**src/rtl/seq_detect_pkg.sv**
```systemverilog
// Shared helpers for the parametrised sequence recognizer: KMP prefix/border
// functions evaluated at elaboration time.
package seq_detect_pkg;

  localparam int MAX_N = 32;

  // Bit at time position i (0 = first in time) lives at pattern[n-1-i].
  function automatic int border_len(input logic [MAX_N-1:0] pattern, input int n);
    int   best;
    logic ok;
    best = 0;
    for (int l = 1; l < n; l++) begin
      ok = 1'b1;
      for (int i = 0; i < l; i++) begin
        if (pattern[n-1-i] != pattern[l-1-i]) ok = 1'b0;
      end
      if (ok) best = l;
    end
    return best;
  endfunction

  // Longest proper prefix of the pattern that is a suffix of
  // (first k pattern bits followed by b).
  function automatic int next_prefix(input logic [MAX_N-1:0] pattern, input int n,
                                     input int k, input logic b);
    int   best;
    int   j;
    logic ok;
    logic sb;
    best = 0;
    for (int l = 1; (l <= k + 1) && (l < n); l++) begin
      ok = 1'b1;
      for (int i = 0; i < l; i++) begin
        j  = k + 1 - l + i;
        sb = (j < k) ? pattern[n-1-j] : b;
        if (pattern[n-1-i] != sb) ok = 1'b0;
      end
      if (ok) best = l;
    end
    return best;
  endfunction

endpackage

```
**src/rtl/seq_detect_param_sat_counter.sv**
```systemverilog
// Saturating up-counter with synchronous clear; clear wins over increment.
module sat_counter #(
  parameter int CW = 8
) (
  input  logic          clk,
  input  logic          rst_n,
  input  logic          inc,
  input  logic          clr,
  output logic [CW-1:0] cnt
);

  logic [CW-1:0] cnt_q;
  logic [CW-1:0] cnt_d;

  always_comb begin
    cnt_d = cnt_q;
    if (clr) begin
      cnt_d = '0;
    end else if (inc && (cnt_q != {CW{1'b1}})) begin
      cnt_d = cnt_q + 1'b1;
    end
  end

  always_ff @(posedge clk) begin
    if (!rst_n) cnt_q <= '0;
    else        cnt_q <= cnt_d;
  end

  assign cnt = cnt_q;

endmodule

```
**src/rtl/seq_detect_param.sv**
```systemverilog
// Mealy N-bit pattern recognizer with KMP failure transitions, selectable
// overlapping/non-overlapping matching and a saturating match counter.
module seq_detect_param
  import seq_detect_pkg::*;
#(
  parameter int             N       = 4,
  parameter logic [N-1:0]   PATTERN = 4'b1011,
  parameter int             CW      = 8
) (
  input  logic                 clk,
  input  logic                 rst_n,
  input  logic                 en,
  input  logic                 sd,
  input  logic                 overlap,
  input  logic                 clr_cnt,
  output logic                 pf,
  output logic [CW-1:0]        match_cnt,
  output logic [$clog2(N)-1:0] prefix_len
);

  localparam int             KW      = $clog2(N);
  localparam int             DEPTH   = 1 << KW;
  localparam logic [MAX_N-1:0] PAT_EXT = MAX_N'(PATTERN);
  localparam logic [KW-1:0]  LAST    = KW'(N - 1);
  localparam logic [KW-1:0]  BORDER  = KW'(border_len(PAT_EXT, N));

  if ((N < 2) || (N > MAX_N)) begin : g_bad_n
    $error("seq_detect_param: N must be in 2..32");
  end

  // Next-state tables for sd=0 / sd=1, indexed by the current prefix length.
  logic [KW-1:0] nxt0_tab [DEPTH];
  logic [KW-1:0] nxt1_tab [DEPTH];

  for (genvar g = 0; g < DEPTH; g++) begin : g_tab
    if (g < N) begin : g_live
      assign nxt0_tab[g] = KW'(next_prefix(PAT_EXT, N, g, 1'b0));
      assign nxt1_tab[g] = KW'(next_prefix(PAT_EXT, N, g, 1'b1));
    end else begin : g_pad
      assign nxt0_tab[g] = '0;
      assign nxt1_tab[g] = '0;
    end
  end

  logic [KW-1:0] k_q;
  logic [KW-1:0] k_d;
  logic          completing;

  always_comb begin
    completing = (k_q == LAST) && (sd == PATTERN[0]);
    pf         = rst_n & en & completing;
    k_d        = k_q;
    if (en) begin
      if (completing) begin
        k_d = overlap ? BORDER : '0;
      end else begin
        k_d = sd ? nxt1_tab[k_q] : nxt0_tab[k_q];
      end
    end
  end

  always_ff @(posedge clk) begin
    if (!rst_n) k_q <= '0;
    else        k_q <= k_d;
  end

  assign prefix_len = k_q;

  sat_counter #(.CW(CW)) u_cnt (
    .clk   (clk),
    .rst_n (rst_n),
    .inc   (pf),
    .clr   (clr_cnt),
    .cnt   (match_cnt)
  );

endmodule

```
**config.mk**
```make
export PLATFORM = sky130hd
export DESIGN_NAME = seq_detect_param
export DESIGN_NICKNAME = d
export VERILOG_FILES = /design/src/rtl/seq_detect_pkg.sv /design/src/rtl/seq_detect_param_sat_counter.sv /design/src/rtl/seq_detect_param.sv
export SDC_FILE = /design/constraint.sdc
export NUM_CORES = 1
export LEC_CHECK = 0
export CELL_PAD_IN_SITES_DETAIL_PLACEMENT = 1
export CELL_PAD_IN_SITES_GLOBAL_PLACEMENT = 1
export CORE_ASPECT_RATIO = 1.2
export CORE_MARGIN = 2
export CORE_UTILIZATION = 29
export DETAILED_ROUTE_END_ITERATION = 10
export PLACE_DENSITY_LB_ADDON = 0.15
export SETUP_SLACK_MARGIN = 0.4
export SLEW_MARGIN = 20
export SYNTH_ARGS = -nofsm -noshare
export SYNTH_HDL_FRONTEND = slang
export SYNTH_SLANG_ARGS = --single-unit
```
**constraint.sdc**
```tcl
create_clock -name clk -period 1.3 [get_ports clk]
set_input_delay 0.26 -clock clk [delete_from_list [all_inputs] [get_ports clk]]
set_output_delay 0.26 -clock clk [all_outputs]
set_load 0.005 [all_outputs]
```
Figure 1. Sequential cells grouped by signal name.
Scale: 10 px per micron. Other cells in grey.
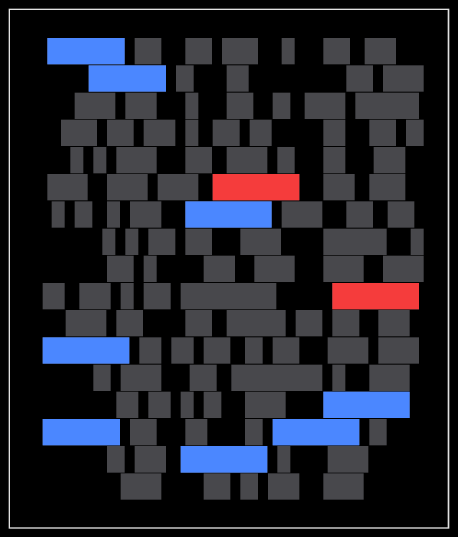
Red is `prefix_len`, sequential cells 2. Blue is `u_cnt.cnt`, sequential cells 8.

Figure 2. Wiring by layer.
Scale: 10 px per micron. Only two layers are drawn.
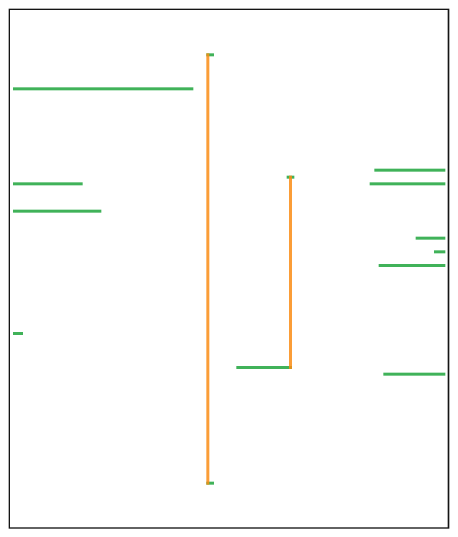
Green is metal 3, wire length 69.3 microns. Orange is metal 4, wire length 61.9 microns.
Final Routed Wirelength: 1.940 mm
wire length per cell: 14.81 microns
overall via count from detail_route: 667

Figure 3. Met1 routing.
Scale: 12 px per micron. Supply wires on this layer in grey.
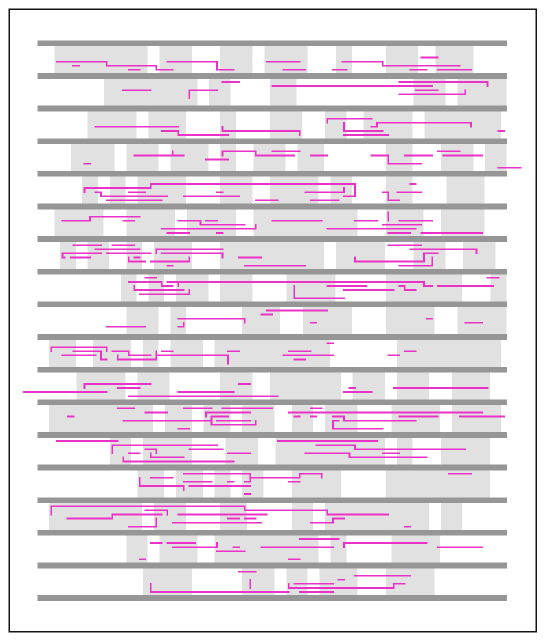
105 nets have wire on it. The longest straight run is 21.4 microns.
met1 Use GR: 0.1830

==> where the power goes <==
part	leakage, nW	internal [mW]	total [mW]	switching, mW
clock network	0.0154	0.112	0.238	0.126
logic	0.370	0.0425	0.0767	0.0342
registers	0.0878	0.295	0.299	0.00326
==> worst paths after layout <==
kind	slack (ps)	to	depth (start not counted)
max	6	u_cnt.cnt[0]	5
min	540	prefix_len[1]	3
max reg2reg	6	u_cnt.cnt[0]	5
min reg2reg	570	u_cnt.cnt[2]	2
==> worst reg2reg max path: cells and delay by family (launching register included) <==
family,cells,cell delay [ps]
flip-flops,1,350
AND-OR/OR-AND,1,320
AND/OR/NAND/NOR,2,240
XOR/XNOR,1,170
buffers and inverters,1,110
==> results.cfg <==
; yosys + openroad results
[finish]
clk_share = 0.02411
largest_cell_class = logic gates
ff_latch_area_sq_um = 230.2
filler_cell_count = 215
largest_reg_flops = 8
nets = 120
layout.clock_buffers = 3
top_cells_excl_fill_tap = buf_4 (18), buf_6 (17), nand2_1 (7), dfxtp_4 (7), nor2_1 (5)
area.share.combinational = 0.3708
num-nonclk-inverters = 2
flops = 10
layout_top_cell = buf_4
postLayoutCellArea_sq_mm = 0.001090
antennaDiodeCount = 0
layout-area-overhead-vs-synth_pct = 97.96

[clock_network]
worstSkewPairLatency_ps = 280
cts.repair.resized = 64
ctsRootBufferMaster = clkbuf_4
cts_tree = yes
clkTransAtPathRegs_ps = 70

[logic_synthesis]
synth.cellmix.adderShare = 0.02273
yosys.stat.seqShare = 0.3636
yosys.area.top_type_share = 0.3636
synth_area_leader_cell = dfxtp_1
yosysChipArea_sq_um = 550.5
synthXorXnorAreaFrac = 0.01591
post_synth_inst_count = 63
post_synthesis_compound_gate_area_fraction = 0.2295
postSynthAreaPerCell_sq_um = 8.739
async_reset_ff_frac = 0
mapped_nets = 70
ys_sh_simple = 0.3364

[final_timing]
rsz_0062_raised_after_global_routing = yes
fin_hold_ws_ps = 535.5
worst-slew-pin-transition_ps = 304.5
tns_ps = 0
hold_violations = 0
setup_slack_ps = 6.125
finalCriticalPeriod_ps = 1294
slew-limit-headroom = 0.7970

[global_route]
grt_pass1_vias = 695
met3_track_demand_over_resource = 0.03472
grt_use_total = 0.1887

[floorplan]
rows = 17
placeableCoreArea_sq_mm = 0.001808

[setup_path]
crit_slowest_cell = dfxtp_4
timing_worst_setup_path_type = reg2reg
worstPathMaxFanout = 3
critPathLaunchType = flip-flop
cpPeakStageDelay_ps = 350
crit_path_required_time_ps = 1480
crit_start = u_cnt.cnt[3]
timing.rr.start = u_cnt.cnt[3]

[routing]
met3RoutedLength_microns = 69
maxUsedRoutingLayer = met4
routed_via_density = 5.092
drt_pass1_iterations = 2

[placed_design]
place_hpwl_mm = 1.113

[run_status]
status = finished, final reports clean

[pwr]
cellLeakagePower_nw = 0.4729
fin_total_pwr_mw = 0.6133
power-per-cell-area_mw_per_mm2 = 562.8

[min_path]
hold_path.class = in2reg
Power figures rest on the tool's default switching activity, not on a simulated workload.
